==> images/layer_met1.png <==
Scale bar: 50 µm. Supply wires on this layer in grey.
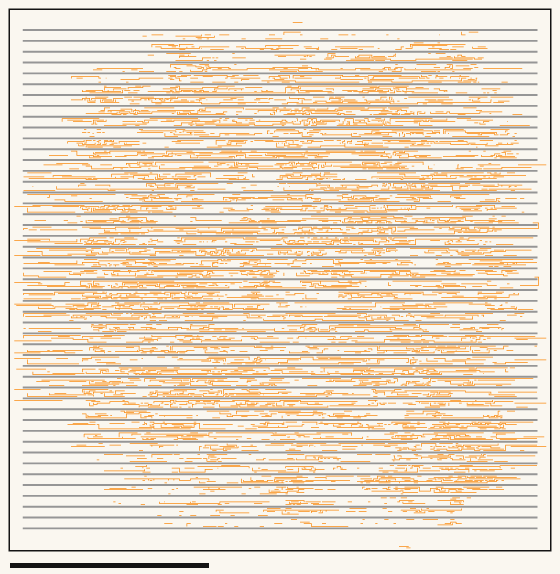
==> images/layer_met2.png <==
Scale bar: 50 µm.
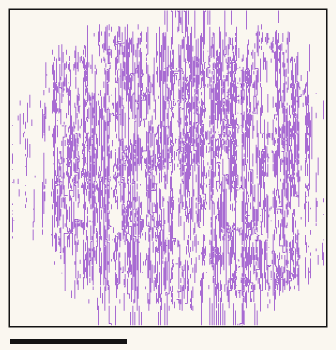
==> images/layer_met3.png <==
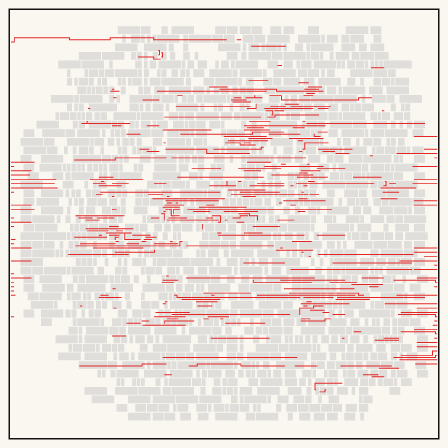
## config.mk

```make
export PLATFORM = sky130hd
export DESIGN_NAME = mmio_periph
export DESIGN_NICKNAME = d
export VERILOG_FILES = /design/src/rtl/mmio_periph.sv
export SDC_FILE = /design/constraint.sdc
export NUM_CORES = 1
export LEC_CHECK = 0
export CORE_MARGIN = 3
export CORE_UTILIZATION = 60
export CTS_CLUSTER_SIZE = 16
export DETAILED_ROUTE_END_ITERATION = 12
export PLACE_DENSITY = 0.87
export SYNTH_ARGS = -nofsm -noshare
export SYNTH_HDL_FRONTEND = slang
export SYNTH_SLANG_ARGS = --single-unit
```

## constraint.sdc

```tcl
create_clock -name clk -period 4.48 [get_ports clk]
set_input_delay 1.12 -clock clk [delete_from_list [all_inputs] [get_ports clk]]
set_output_delay 1.12 -clock clk [all_outputs]
set_load 0.1 [all_outputs]
```

## src/rtl/mmio_periph.sv

```systemverilog
// Memory-mapped timer/PWM peripheral: free-running millis/micros counters and a
// four-channel 8-bit PWM with a double-buffered duty word, 1-cycle registered reads.
module mmio_periph #(
  parameter int unsigned CLK_FREQ_HZ = 12000000,
  parameter logic [31:0] BASE_ADDR   = 32'hFFFFFFF4
) (
  input  logic        clk,
  input  logic        reset,
  input  logic [2:0]  funct3,
  input  logic        dmem_wren,
  input  logic [31:0] dmem_address,
  input  logic [31:0] dmem_data_in,
  output logic [31:0] dmem_data_out,
  output logic        led,
  output logic        red,
  output logic        green,
  output logic        blue
);

  localparam int unsigned US_DIV  = (CLK_FREQ_HZ / 1000000 > 0) ? CLK_FREQ_HZ / 1000000 : 1;
  localparam int unsigned US_W    = (US_DIV > 1) ? $clog2(US_DIV) : 1;
  localparam int unsigned MS_DIV  = 1000;
  localparam int unsigned MS_W    = 10;
  localparam int unsigned WORDS   = 3;
  localparam logic [US_W-1:0] US_LAST = US_W'(US_DIV - 1);
  localparam logic [MS_W-1:0] MS_LAST = MS_W'(MS_DIV - 1);

  localparam logic [2:0] F3_B  = 3'b000;
  localparam logic [2:0] F3_H  = 3'b001;
  localparam logic [2:0] F3_W  = 3'b010;
  localparam logic [2:0] F3_BU = 3'b100;
  localparam logic [2:0] F3_HU = 3'b101;

  logic [US_W-1:0] us_pre;
  logic [MS_W-1:0] ms_pre;
  logic [31:0]     micros;
  logic [31:0]     millis;
  logic [7:0]      pwm_cnt;
  logic [31:0]     duty_shadow;
  logic [31:0]     duty_active;

  logic [31:0] offset;
  logic        in_win;
  logic [1:0]  word_sel;
  logic [31:0] rd_word;
  logic [7:0]  rd_byte;
  logic [15:0] rd_half;
  logic [31:0] rd_data;
  logic [31:0] shadow_nxt;
  logic        us_tick;
  logic        ms_tick;

  // Unsigned offset compare keeps the window correct even when it touches 2^32.
  assign offset   = dmem_address - BASE_ADDR;
  assign in_win   = offset < 32'(WORDS * 4);
  assign word_sel = offset[3:2];

  assign us_tick = (us_pre == US_LAST);
  assign ms_tick = us_tick && (ms_pre == MS_LAST);

  // Load path: select word, then lane, then size/sign extension.
  always_comb begin
    rd_word = '0;
    if (in_win) begin
      case (word_sel)
        2'd0:    rd_word = millis;
        2'd1:    rd_word = micros;
        2'd2:    rd_word = duty_shadow;
        default: rd_word = '0;
      endcase
    end
    case (dmem_address[1:0])
      2'd0:    rd_byte = rd_word[7:0];
      2'd1:    rd_byte = rd_word[15:8];
      2'd2:    rd_byte = rd_word[23:16];
      default: rd_byte = rd_word[31:24];
    endcase
    rd_half = dmem_address[1] ? rd_word[31:16] : rd_word[15:0];
    case (funct3)
      F3_B:    rd_data = {{24{rd_byte[7]}}, rd_byte};
      F3_H:    rd_data = {{16{rd_half[15]}}, rd_half};
      F3_BU:   rd_data = {24'd0, rd_byte};
      F3_HU:   rd_data = {16'd0, rd_half};
      default: rd_data = rd_word;
    endcase
  end

  // Store path: lane-merged shadow duty word; only the duty register is writable.
  always_comb begin
    shadow_nxt = duty_shadow;
    if (dmem_wren && in_win && (word_sel == 2'd2)) begin
      case (funct3)
        F3_B, F3_BU: shadow_nxt[{dmem_address[1:0], 3'b000} +: 8] = dmem_data_in[7:0];
        F3_H, F3_HU: begin
          if (dmem_address[1]) shadow_nxt[31:16] = dmem_data_in[15:0];
          else                 shadow_nxt[15:0]  = dmem_data_in[15:0];
        end
        F3_W:    shadow_nxt = dmem_data_in;
        default: shadow_nxt = duty_shadow;
      endcase
    end
  end

  // Timebase: clock prescaler -> micros, micro prescaler -> millis.
  always_ff @(posedge clk) begin
    if (reset) begin
      us_pre <= '0;
      ms_pre <= '0;
      micros <= '0;
      millis <= '0;
    end else begin
      us_pre <= us_tick ? '0 : us_pre + US_W'(1);
      if (us_tick) begin
        micros <= micros + 32'd1;
        ms_pre <= (ms_pre == MS_LAST) ? '0 : ms_pre + MS_W'(1);
      end
      if (ms_tick) millis <= millis + 32'd1;
    end
  end

  // PWM and bus registers; the active duty reloads at count 255 so it applies from count 0.
  always_ff @(posedge clk) begin
    if (reset) begin
      pwm_cnt       <= '0;
      duty_shadow   <= '0;
      duty_active   <= '0;
      dmem_data_out <= '0;
      led           <= 1'b0;
      red           <= 1'b0;
      green         <= 1'b0;
      blue          <= 1'b0;
    end else begin
      pwm_cnt       <= pwm_cnt + 8'd1;
      duty_shadow   <= shadow_nxt;
      if (pwm_cnt == 8'hFF) duty_active <= shadow_nxt;
      dmem_data_out <= rd_data;
      led           <= pwm_cnt < duty_active[7:0];
      red           <= pwm_cnt < duty_active[15:8];
      green         <= pwm_cnt < duty_active[23:16];
      blue          <= pwm_cnt < duty_active[31:24];
    end
  end

endmodule
```

==> run notes <==
Notes on the flow outputs.

- The flow ran to the end, and the final reports show no timing, DRC or antenna violations.
- The number of global-route vias before repair was 9033.
- The number of OpenROAD warnings is 34.
- The most common logic cell in the final layout is nor2_1.
- The number of resized instances in the post-cts repair step is 0.
- The type of element launching the critical path reads an input port.
- Per STA, the worst path is made up of clkdlybuf4s50_1, and4_1, or3_1, a2111oi_1, o221ai_2, or4_1, a21oi_1, a211oi_1.
- Per the run summary, max-cap violations total 0.
- The number of nets in the layout is 1401.
- Counting flops with a built-in enable in the synthesized netlist gives 0.
- CTS reports a maximum clock tree buffer depth of 2.
- The CTS tree reads built.
- The number of nets with antenna violations after routing is 0.
- The class of the most critical hold timing path reads flop to flop.
- By area the synthesized netlist is led by dfxtp_1 37%, nor2_1 7.1%, ha_1 5.0%.
- The first global-routing pass estimated 45500 µm of wire.
- For this design, the CTS-stage hold fixing added 0 buffers.
- The number of warnings reported in the yosys synthesis log is 0.
- In this run the critical register-to-register path is captured at millis[26].
- The total negative setup slack is 0 ns.
- The leakage component of the power was reported as 0.00415 µW.
- The area after detailed placement is 0.0112 mm².
- The last weighted congestion value of the routability-driven placer reads 0.962.
- The worst reg2reg path depth reads 8.
- The share of the synthesized area in the top cell type reads 37.0%.
- The number of detailed-routing iterations run before antenna repair reads 7.
- In the final layout, the fill cell count is 1227.
- The total clock sinks reads 186.
- The H-tree generated during clock tree synthesis spans 4 levels.
- The summed instance area of the synthesized netlist is 0.0101 mm².
- The critical path is of the input port to flop type.
- The final routed wirelength across all metal layers reads 28600 µm.
- The initial antenna violation count reads 0.
- The max-slew violation count reads 0.
- Per the run report, area growth between synthesis and finish was 17.3%.
- The latest clock arrival within the worst-skew pair reads 0.45 ns.
- The worst flop-to-flop path startpoint is ms_pre[0].
- The worst setup path is captured at a flop.
- The required time of the critical path reads 4.77 ns.
- The maximum clock frequency is 253 MHz.
- The synthesis-stage register bit count reads 186.
- The number of cell rows is 46.
- The final critical-path share of the clock period reads 88.1%.
- The total global routing track utilization is 30.9%.
- The number of buffers created by CTS is 17.
- On the critical path the largest part of the delay comes from AND-OR/OR-AND gates.
- The port buffer count is 105.
- The largest incremental delay on the critical path is 0.69 ns.
- From left edge to right edge, the die measures 136 µm.
- The startpoint of the worst setup timing path reads dmem_address[14].
- In the synthesized netlist the async set-or-reset flop fraction comes to 0%.
- The reg2reg setup slack is 1.47 ns.
- The layout stage reports a final design area of 0.0118 mm².
- The floorplan core density is 62.3%.
- Together, buffers and inverters on the worst path number 1.
- In this run the worst setup path terminates at duty_active[8].
- The core region area reads 0.0162 mm².
- For this design, Yosys synthesis ends with a cell count of 1222.
- The via density per instance is 6.36.
- The fraction of final layout cells sized beyond drive strength 1 is 7.06%.
- The final count of negative-setup-slack endpoints reads 0.
- The final setup slack of the worst path is 0.532 ns.
- The clock transition time at the flip-flop clock pins of the worst setup and hold paths is 0.08 ns.
- The count of endpoints failing hold in the final timing report is 0.
- For the worst setup path, the data arrival time is 4.23 ns.
- The die height is 136 µm.
- The number of primary I/O pins is 106.
- The peak ir drop on the vdd network is 0.305 mV.
- The maximum number of pins on one net before global-route repair reads 107.
- The number of nets at floorplan is 1332.
- The synthesis area per yosys reads 0.0101 mm².
- The average wire length per cell after detail routing reads 18.8 µm.
- The post-synthesis cell type count reads 69.
- Detailed-route iteration 0 reported a violation count of 1227.
- Along the worst path, the maximum fanout reaches 8.
- The post-synthesis cell type with the largest combined area is dfxtp_1.
- The actual slew at the worst max-slew pin is 1.14 ns.
- Detailed routing inserted a total of 9671 vias.
- After layout, the setup clock skew is reported as 0.00996 ns.
- Setup repair after global routing left no endpoint under its margin.
- The number of DRC violations after detailed routing is 0.
- The post-synthesis instance total is 1222.
- The cell with the biggest individual delay on the critical path reads or4_1.
- The area of the chip reads 0.0184 mm².
- The final period demand of the worst path is 3.95 ns.
- The library cells used most frequently in the layout, excluding fill and tap cells, are 189 x nor2_1, 186 x dfxtp_1, 102 x clkdlybuf4s50_1.
- The sequential area share after synthesis reads 37.0%.
- The post-CTS setup repair buffer count reads 0.
- Power spread over the standard cell area amounts to 298 mW/mm².
- The worst slack at placement reads 0.127 ns.
- The antenna diode instance count is 0.
- The cell sitting at the root of the clock tree is a clkbuf_16.
- After global routing the overflow that remains totals 0.
- The critical path depth is 8.
- The post-detailed-placement half-perimeter wirelength reads 20300 µm.
- The worst max-slew margin expressed relative to the limit is 24.3%.
- The average footprint of a synthesized cell is 8.25 µm².
- The most frequently used flop master after synthesis reads dfxtp_1.
- Cells fill 73.1% of the core in the end.
About layer_met1.png:
The longest straight run is 41.4 µm. The wires run mostly horizontal. The layer holds 41% of the routed length. 1313 nets have wire on it.

About layer_met2.png:
The layer holds 45% of the routed length. The wires run mostly vertical.

About layer_met3.png:
The layer carries 2780 µm of wire. The wires run mostly horizontal. 208 nets have wire on it.

-- Yosys cell counts, types with 2 or more instances --
cell / count
or4_4: 2
and3_1: 16
buf_1: 7
o22ai_1: 2
dfxtp_1: 186
a211o_1: 2
a221oi_1: 21
mux2_2: 4
or3_1: 20
nand2_1: 80
a211oi_1: 37
nand4_1: 20
a21oi_1: 88
nor2b_1: 13
a2111oi_1: 5
nand2b_1: 7
nor3_1: 13
nor4_1: 23
a21o_1: 26
nor4_4: 2
o21ai_0: 47
o22a_1: 7
or2_2: 7
a222oi_1: 17
o21a_1: 2
nor2_1: 190
xor2_1: 42
and4_1: 10
clkbuf_1: 55
and2_1: 7
buf_2: 6
ha_1: 40
or4_1: 5
nand4_2: 2
mux2i_1: 32
a31oi_1: 3
buf_4: 2
xnor2_1: 24
o211ai_1: 3
nand3_1: 41
a21oi_2: 11
inv_1: 50
a22o_1: 11
nor3b_1: 9
-- kinds of logic (layout without fill, tap and decap cells) --
logic type	Yosys count	count (layout)	synth area share [%]
xor gates and xnor gates	66	66	5.74
AOI/OAI and AO/OA	296	296	20.3
buffers and inverters	121	203	4.73
adders and majority gates	40	40	4.97
muxes	36	36	3.63
DFF	186	186	37.0
and+or+nand+nor	477	477	23.6
-- area by class of cell --
type                            instances  area (µm²)  area share (%)
Clock buffer                           17         425            3.60
Clock inverter                         15         154            1.30
Inverter                               50         188            1.59
Multi-Input combinational cell        915        5900            49.9
Sequential cell                       186        3720            31.5
Tap cell                              216         270            2.29
Timing Repair Buffer                  121        1160            9.80
-- state kept, by name, summed over array words and instances (netlist names) --
name	flops
micros	32
dmem_data_out	32
ms_pre	10
green	1
millis	32
red	1
blue	1
pwm_cnt	8
us_pre	4
duty_shadow	32
duty_active	32
led	1
-- stage by stage --
step,total power [µW],std cells,hold WS (ns)
floorplan,1910,1222,0.432
global placement,2050,1487,0.446
detailed placement,2060,1487,0.456
CTS,3520,1519,0.467
global route,3620,1520,0.500
finish,3520,1520,0.478
-- per-layer routing --
| layer | up-vias | wire length (µm) | global-route usage [%] |
|---|---|---|---|
| met5 | - | 0 | 0 |
| met4 | 0 | 1120 | 13.2 |
| met3 | 93 | 2780 | 6.43 |
| met2 | 539 | 13000 | 49.1 |
| met1 | 4490 | 11700 | 41.0 |
| li1 | 4549 | - | - |
-- power breakdown --
part / total (µW) / switching (µW) / internal, µW
logic: 363 / 213 / 150
clock network: 1490 / 742 / 744
registers: 1670 / 9.01 / 1660
total: 3520 / 964 / 2550
-- worst min path at each step --
stage / startpoint / end / slack, ns / depth (start not counted)
2_1_floorplan: us_pre[0] / us_pre[0] / 0.43 / 1
3_3_place_gp: us_pre[0] / us_pre[0] / 0.45 / 1
3_5_place_dp: us_pre[0] / us_pre[0] / 0.46 / 1
4_1_cts: us_pre[0] / us_pre[0] / 0.47 / 1
5_1_grt: us_pre[0] / us_pre[0] / 0.50 / 1
6_report: us_pre[0] / us_pre[0] / 0.48 / 1
Power figures rest on the tool's default switching activity, not on a simulated workload.
